### config.mk
export PLATFORM = sky130hd
export DESIGN_NAME = branch_resolve_unit_flat
export DESIGN_NICKNAME = d
export VERILOG_FILES = /design/src/rtl/branch_resolve_unit_if.sv /design/src/rtl/branch_resolve_unit.sv /design/src/flat_wrapper.sv
export SDC_FILE = /design/constraint.sdc
export NUM_CORES = 1
export LEC_CHECK = 0
export ABC_CLOCK_PERIOD_IN_PS = 4500
export CAP_MARGIN = 20
export CORE_MARGIN = 8
export CORE_UTILIZATION = 42
export CTS_BUF_LIST = sky130_fd_sc_hd__clkbuf_16
export DETAILED_ROUTE_END_ITERATION = 12
export PLACE_DENSITY = 0.67
export SETUP_SLACK_MARGIN = 0.02
export SLEW_MARGIN = 20
export SYNTH_ARGS = -nofsm -noshare
export SYNTH_HDL_FRONTEND = slang
export SYNTH_SLANG_ARGS = --single-unit
### constraint.sdc
create_clock -name clk -period 4.5 [get_ports clk]
set_input_delay 0.9 -clock clk [delete_from_list [all_inputs] [get_ports clk]]
set_output_delay 0.9 -clock clk [all_outputs]
set_load 0.005 [all_outputs]
### src/rtl/branch_resolve_unit_if.sv
// Request/result/prediction bundle between the issue stage, the branch
// resolve unit and the fetch predictor lookup.
interface branch_resolve_unit_if #(
   parameter int XLEN = 32
);
   logic            flush;
   logic            in_valid;
   logic            in_ready;
   logic [1:0]      in_kind;
   logic [2:0]      in_funct;
   logic [XLEN-1:0] in_pc;
   logic [XLEN-1:0] in_src1;
   logic [XLEN-1:0] in_src2;
   logic [XLEN-1:0] in_imm;
   logic            in_pred_taken;
   logic [XLEN-1:0] in_pred_target;
   logic            out_valid;
   logic            out_ready;
   logic            out_taken;
   logic [XLEN-1:0] out_target;
   logic [XLEN-1:0] out_link;
   logic            out_mispredict;
   logic [XLEN-1:0] out_redirect_pc;
   logic [XLEN-1:0] pred_pc;
   logic            pred_taken;

   // Pipeline side: issues requests, consumes results, looks up predictions.
   modport master (
      output flush, in_valid, in_kind, in_funct, in_pc, in_src1, in_src2, in_imm,
             in_pred_taken, in_pred_target, out_ready, pred_pc,
      input  in_ready, out_valid, out_taken, out_target, out_link, out_mispredict,
             out_redirect_pc, pred_taken
   );

   // Resolve unit side.
   modport slave (
      input  flush, in_valid, in_kind, in_funct, in_pc, in_src1, in_src2, in_imm,
             in_pred_taken, in_pred_target, out_ready, pred_pc,
      output in_ready, out_valid, out_taken, out_target, out_link, out_mispredict,
             out_redirect_pc, pred_taken
   );
endinterface

### src/rtl/branch_resolve_unit.sv
// Registered branch resolution stage: evaluates conditional branches and
// jumps, compares against the fetch prediction, presents redirect info through
// a valid/ready output register, and trains a 2-bit saturating-counter BHT.
module branch_resolve_unit #(
   parameter int XLEN        = 32,
   parameter int BHT_ENTRIES = 64
) (
   input logic                  clk,
   input logic                  rst_n,
   branch_resolve_unit_if.slave bus
);
   localparam int IDX = $clog2(BHT_ENTRIES);

   typedef logic [XLEN-1:0] word_t;

   localparam logic [1:0] KIND_COND = 2'b00;
   localparam logic [1:0] KIND_JAL  = 2'b01;
   localparam logic [1:0] KIND_JALR = 2'b10;

   logic          taken_c;
   logic          legal_cond_c;
   word_t         target_c;
   word_t         link_c;
   logic          mispredict_c;
   logic          accept;

   logic          out_valid_q,  out_valid_d;
   logic          out_taken_q,  out_taken_d;
   word_t         out_target_q, out_target_d;
   word_t         out_link_q,   out_link_d;
   logic          out_mis_q,    out_mis_d;

   logic [1:0]    bht_q [BHT_ENTRIES];
   logic [IDX-1:0] bht_idx;
   logic [1:0]    bht_cur;
   logic [1:0]    bht_nxt;
   logic          bht_we;

   logic          unused_pred_bits;

   // Only the word-index bits of the lookup PC address the table.
   assign unused_pred_bits = ^{bus.pred_pc[XLEN-1:IDX+2], bus.pred_pc[1:0]};

   // Flush blocks acceptance outright, so it can never race with a load or a BHT write.
   assign bus.in_ready = !bus.flush && (!out_valid_q || bus.out_ready);
   assign accept       = bus.in_valid && bus.in_ready;

   // Resolve direction, target, link and mispredict for the presented request.
   always_comb begin
      taken_c      = 1'b0;
      legal_cond_c = 1'b0;
      target_c     = '0;
      case (bus.in_kind)
         KIND_COND: begin
            target_c     = bus.in_pc + bus.in_imm;
            legal_cond_c = 1'b1;
            case (bus.in_funct)
               3'b000:  taken_c = (bus.in_src1 == bus.in_src2);
               3'b001:  taken_c = (bus.in_src1 != bus.in_src2);
               3'b100:  taken_c = ($signed(bus.in_src1) <  $signed(bus.in_src2));
               3'b101:  taken_c = ($signed(bus.in_src1) >= $signed(bus.in_src2));
               3'b110:  taken_c = (bus.in_src1 <  bus.in_src2);
               3'b111:  taken_c = (bus.in_src1 >= bus.in_src2);
               default: legal_cond_c = 1'b0;
            endcase
         end
         KIND_JAL: begin
            taken_c  = 1'b1;
            target_c = bus.in_pc + bus.in_imm;
         end
         KIND_JALR: begin
            taken_c  = 1'b1;
            target_c = (bus.in_src1 + bus.in_imm) & ~word_t'(1);
         end
         default: begin
            taken_c  = 1'b0;
            target_c = '0;
         end
      endcase
      link_c       = bus.in_pc + word_t'(4);
      mispredict_c = (taken_c != bus.in_pred_taken) ||
                     (taken_c && (target_c != bus.in_pred_target));
   end

   // Output register next state: flush kills, accept loads, handoff drains.
   always_comb begin
      out_valid_d  = out_valid_q;
      out_taken_d  = out_taken_q;
      out_target_d = out_target_q;
      out_link_d   = out_link_q;
      out_mis_d    = out_mis_q;
      if (bus.flush) begin
         out_valid_d = 1'b0;
      end else if (accept) begin
         out_valid_d  = 1'b1;
         out_taken_d  = taken_c;
         out_target_d = target_c;
         out_link_d   = link_c;
         out_mis_d    = mispredict_c;
      end else if (bus.out_ready) begin
         out_valid_d = 1'b0;
      end
   end

   // Output register.
   always_ff @(posedge clk or negedge rst_n) begin
      if (!rst_n) begin
         out_valid_q  <= 1'b0;
         out_taken_q  <= 1'b0;
         out_target_q <= '0;
         out_link_q   <= '0;
         out_mis_q    <= 1'b0;
      end else begin
         out_valid_q  <= out_valid_d;
         out_taken_q  <= out_taken_d;
         out_target_q <= out_target_d;
         out_link_q   <= out_link_d;
         out_mis_q    <= out_mis_d;
      end
   end

   assign bus.out_valid       = out_valid_q;
   assign bus.out_taken       = out_taken_q;
   assign bus.out_target      = out_target_q;
   assign bus.out_link        = out_link_q;
   assign bus.out_mispredict  = out_mis_q;
   assign bus.out_redirect_pc = out_taken_q ? out_target_q : out_link_q;

   // Saturating counter step for the entry of the branch being accepted.
   always_comb begin
      bht_idx = bus.in_pc[IDX+1:2];
      bht_cur = bht_q[bht_idx];
      bht_nxt = bht_cur;
      if (taken_c) begin
         if (bht_cur != 2'b11) bht_nxt = bht_cur + 2'b01;
      end else begin
         if (bht_cur != 2'b00) bht_nxt = bht_cur - 2'b01;
      end
      bht_we = accept && legal_cond_c;
   end

   // BHT storage; every counter starts weakly not-taken.
   always_ff @(posedge clk or negedge rst_n) begin
      if (!rst_n) begin
         for (int i = 0; i < BHT_ENTRIES; i++) bht_q[i] <= 2'b01;
      end else if (bht_we) begin
         bht_q[bht_idx] <= bht_nxt;
      end
   end

   // Fetch sees the registered table only; no bypass of an in-flight update.
   assign bus.pred_taken = bht_q[bus.pred_pc[IDX+1:2]][1];

endmodule

### src/flat_wrapper.sv
// flat-port wrapper written by rule: the top's interface ports become plain ports
module branch_resolve_unit_flat 
#(
   parameter int XLEN        = 32,
   parameter int BHT_ENTRIES = 64
)
  (clk, rst_n, bus_flush, bus_in_valid, bus_in_kind, bus_in_funct, bus_in_pc, bus_in_src1, bus_in_src2, bus_in_imm, bus_in_pred_taken, bus_in_pred_target, bus_out_ready, bus_pred_pc, bus_in_ready, bus_out_valid, bus_out_taken, bus_out_target, bus_out_link, bus_out_mispredict, bus_out_redirect_pc, bus_pred_taken);
  branch_resolve_unit_if #(.XLEN(XLEN)) bus_i ();
  input logic clk;
  input logic rst_n;
  input wire logic [$bits(bus_i.flush)-1:0] bus_flush;
  input wire logic [$bits(bus_i.in_valid)-1:0] bus_in_valid;
  input wire logic [$bits(bus_i.in_kind)-1:0] bus_in_kind;
  input wire logic [$bits(bus_i.in_funct)-1:0] bus_in_funct;
  input wire logic [$bits(bus_i.in_pc)-1:0] bus_in_pc;
  input wire logic [$bits(bus_i.in_src1)-1:0] bus_in_src1;
  input wire logic [$bits(bus_i.in_src2)-1:0] bus_in_src2;
  input wire logic [$bits(bus_i.in_imm)-1:0] bus_in_imm;
  input wire logic [$bits(bus_i.in_pred_taken)-1:0] bus_in_pred_taken;
  input wire logic [$bits(bus_i.in_pred_target)-1:0] bus_in_pred_target;
  input wire logic [$bits(bus_i.out_ready)-1:0] bus_out_ready;
  input wire logic [$bits(bus_i.pred_pc)-1:0] bus_pred_pc;
  output wire logic [$bits(bus_i.in_ready)-1:0] bus_in_ready;
  output wire logic [$bits(bus_i.out_valid)-1:0] bus_out_valid;
  output wire logic [$bits(bus_i.out_taken)-1:0] bus_out_taken;
  output wire logic [$bits(bus_i.out_target)-1:0] bus_out_target;
  output wire logic [$bits(bus_i.out_link)-1:0] bus_out_link;
  output wire logic [$bits(bus_i.out_mispredict)-1:0] bus_out_mispredict;
  output wire logic [$bits(bus_i.out_redirect_pc)-1:0] bus_out_redirect_pc;
  output wire logic [$bits(bus_i.pred_taken)-1:0] bus_pred_taken;
  assign bus_i.flush = bus_flush;
  assign bus_i.in_valid = bus_in_valid;
  assign bus_i.in_kind = bus_in_kind;
  assign bus_i.in_funct = bus_in_funct;
  assign bus_i.in_pc = bus_in_pc;
  assign bus_i.in_src1 = bus_in_src1;
  assign bus_i.in_src2 = bus_in_src2;
  assign bus_i.in_imm = bus_in_imm;
  assign bus_i.in_pred_taken = bus_in_pred_taken;
  assign bus_i.in_pred_target = bus_in_pred_target;
  assign bus_i.out_ready = bus_out_ready;
  assign bus_i.pred_pc = bus_pred_pc;
  assign bus_in_ready = bus_i.in_ready;
  assign bus_out_valid = bus_i.out_valid;
  assign bus_out_taken = bus_i.out_taken;
  assign bus_out_target = bus_i.out_target;
  assign bus_out_link = bus_i.out_link;
  assign bus_out_mispredict = bus_i.out_mispredict;
  assign bus_out_redirect_pc = bus_i.out_redirect_pc;
  assign bus_pred_taken = bus_i.pred_taken;
  branch_resolve_unit #(.XLEN(XLEN), .BHT_ENTRIES(BHT_ENTRIES)) u_core (.clk(clk), .rst_n(rst_n), .bus(bus_i));
endmodule
==> run_results.csv <==
group,metric,value,unit
synth,top_area_share,21.2,%
global_routing,grt_start_max_net_pins,114,
global_routing,grt_first_pass_wirelength,92800,um
layout,fill_cells,3201,
sta,layout_setup_ws,67.0,ps
critical_path,critPathLaunch,"bus_in_imm[1]",
layout,syn2layout_area_growth,37.0,%
clocking,cts_hold_buf,0,
detailed_routing,drtIter0Drc,1412,
detailed_routing,drtPass1Iterations,5,
pwr,p_per_area,270,nW/um2
synth,ys_cells,1685,
critical_path,crit_buf_inv,4,
synth,ys_sh_mux,15.6,%
critical_path,path_delay_family,"AND-OR/OR-AND gates",
layout,diodes,2,
hold_path,min_path_type,"register to register",
critical_path,crit_path_max_fanout,5,
hold_path,hold-path-cell-count,2,
synth,synth_cell_types,89,
detailed_routing,drt-met1-wl,26400,um
clocking,clk_latency,440,ps
layout,seq-cell-share,23.4,%
clocking,cts.clk_slew.worst_paths,80,ps
synth,top_area_cell,"dfrtp_1",
sta,setup_viol_count_final,0,
layout,flops,195,
layout,final_common_cell,"clkdlybuf4s50_1",
critical_path,crit_path_end_kind,"register",
critical_path,rr_startpoint,"u_core.bus.out_valid$_DFFE_PN0P_",
floorplanning,chip_area,43300,um2
synth,ys_warn_count,0,
detailed_routing,met3_length,3730,um
sta,fin_setup_tns,0,ps
detailed_routing,ant_nets,0,
synth,synthArstFlopShare,100,%
critical_path,critPathKind,"primary input to register",
clocking,clockRootBuffer,"clkbuf_16",
synth,synth.top_cells.by_area,"dfrtp_1 (21%), mux2_2 (12%), dfstp_2 (11%), ha_1 (7.9%), nand2_1 (5.0%)",
sta,hold_ws,502,ps
critical_path,worstPathCellList,"clkdlybuf4s50_1 -> inv_1 -> fa_1 -> nand2b_1 -> buf_4 -> a21o_1 -> a211o_4 -> a211o_1 -> buf_4 -> and3_1 -> or3_4 -> a211oi_2 -> o41a_1 -> o2111ai_1 -> nor4_2 -> nor2_1",
synth,ys_seq_elements,195,
critical_path,crit_arrival,4760,ps
pwr,p_clk_share,26.5,%
placement,placed_cells,2602,
global_routing,grt_overflow,0,
hold_path,hold-path-endpoint,"u_core.bus.out_target[29]$_DFFE_PN0P_",
pwr,sequentialPowerShare,35.6,%
critical_path,ff2ff_setup_slack,1330,ps
critical_path,cp_common_cell,"buf_4",
pwr,p_total,5.73,mW
detailed_routing,vias,15559,
pwr,pwr-share-comb,37.9,%
synth,syn_area,15500,um2
critical_path,r2r_cells,12,
critical_path,cpMaxStageDelayCell,"clkdlybuf4s50_1",
layout,layout.area.comb,10000,um2
layout,comb_share,47.1,%
pwr,leakagePower,9.18,nW
sta,period_used_share,98.5,%
layout,nonClkBufAreaFrac,23.0,%
floorplanning,taps,468,
sta,fmax,0.226,GHz
layout,seqCellArea,4960,um2
synth,synth.cellmix.adderShare,8.32,%
synth,ys_sh_aoi,19.2,%
layout,fin_area,21200,um2
layout,final-clk-cell-share,2.71,%
critical_path,cp.required,4830,ps
clocking,cts_resized,1,
global_routing,grt_pass1_vias,15550,
placement,post-place-ws,-344,ps
hold_path,worstHoldStart,"u_core.bus.out_target[29]$_DFFE_PN0P_",
global_routing,antenna_found_initial,2,
synth,top_cell,"nand2_1",
layout,fin_cells,2637,
floorplanning,ioPinCount,304,
global_routing,grt_use_met2,45.2,%
pwr,maxPowerGroup,"combinational cells",
floorplanning,die_h,208,um
critical_path,endpoint,"u_core.bus.out_mispredict$_DFFE_PN0P_",
critical_path,cp.depth,16,
layout,nClkBuffers,17,
synth,seq_area_frac_synth,32.0,%
pwr,p_sw_share,33.6,%
synth,common_cells,"nand2_1 (206), mux2_2 (161), dfrtp_1 (131)",
sta,maxSlewHeadroom,35.3,%
clocking,clock_sinks,195,
placement,dp_hpwl,48800,um
detailed_routing,drt_wl_total,60500,um
sta,hold_viol,0,
placement,placed_area,20500,um2
layout,largest_register,"u_core.bht_q",
placement,place_congestion,0.936,
pwr,pg_seq,2.04,mW
layout,inv_count,61,
synth,ys_sh_simple,16.4,%
pwr,intPower,3.81,mW
floorplanning,fp_util,42.5,%
detailed_routing,avgViaCountPerCell,5.90,
pwr,pg_clk,1.52,mW
global_routing,busiest_layer,"met2",
clocking,postCtsSetupBuffers,0,
sta,slew_violations,0,
synth,flop_cell,"dfrtp_1",
run,drv_cap,0,
outcome,status,"finished clean",
synth,ys_chip_area,15500,um2
synth,enable_flop_cells,0,
layout,n_all_buffers,533,
synth,fp_nets,1988,
layout,logic_gate_count,1346,
clocking,cts_tree,"yes",
pwr,comb-power,2.17,mW
pwr,ir_drop,0.275,mV
layout,largest_reg_flops,128,
placement,io_buffers,277,
sta,period_needed,4430,ps
detailed_routing,route.met2.wl,28300,um
detailed_routing,drcViolationCount,0,
detailed_routing,routed.top_layer,"met4",
clocking,clk_path_buf_depth,2,
critical_path,crit_path_max_incr_delay,480,ps
sta,clock_skew,8.88,ps
clocking,cts_buffers,17,
sta,worstMarginPinSlew,971,ps
layout,largestClassByArea,"logic gates",
synth,avgSynthCellArea,9.20,um2
layout,final_cell_mix,"clkdlybuf4s50_1 (274), buf_4 (243), nand2_1 (205)",
critical_path,worst_setup_path_start_kind,"primary input",
pwr,switching_power,1.92,mW
synth,synth_cells,1685,
run,warning_count,58,
synth,topCombFamilyByArea,"AND-OR/OR-AND gates",
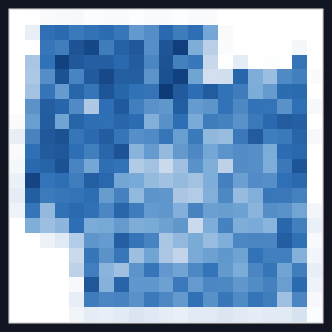
(local utilization)
Scale: 1.5 px per um. The die is cut into 21 by 21 equal tiles; white is low, dark blue is high, 0 to 100% covered.
tiles over 75% full = 18%
nearly empty tiles = 14%
fullest tile = 96%

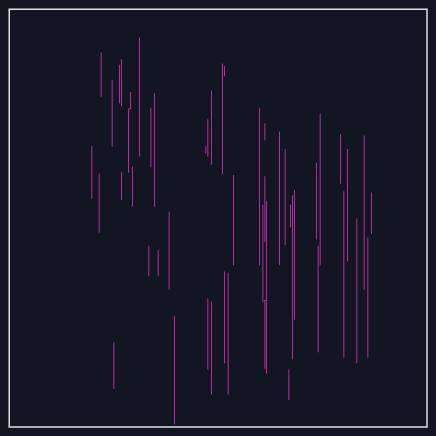
(met4 routing)
Scale: 2 px per um.
longest straight run = 83.0 um
main direction = vertical
share of all routed wire = 3.3%
nets with wire on the layer = 42

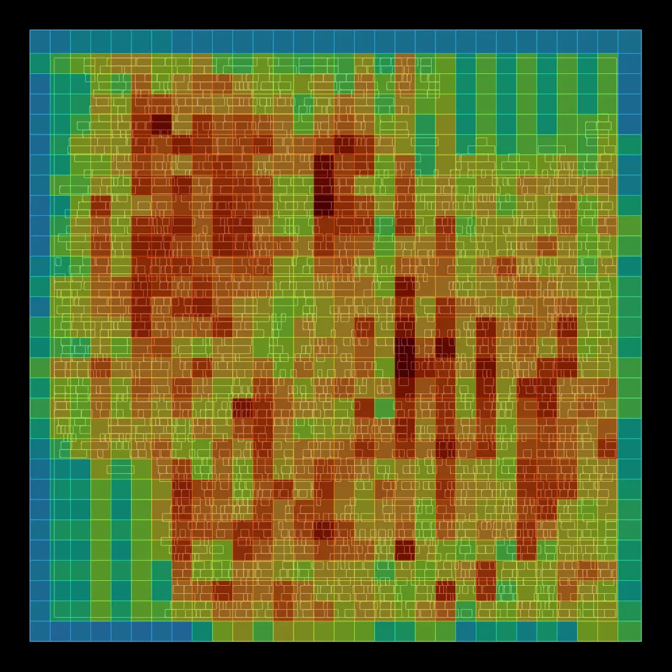
(routing congestion)
final core occ: 58.3%
met1 Use GR: 35.8%
drt wl/cell: 22.9 um
total track usage: 27.2%
met3 Use GR: 4.24%

Power and IR drop assume default switching activity.
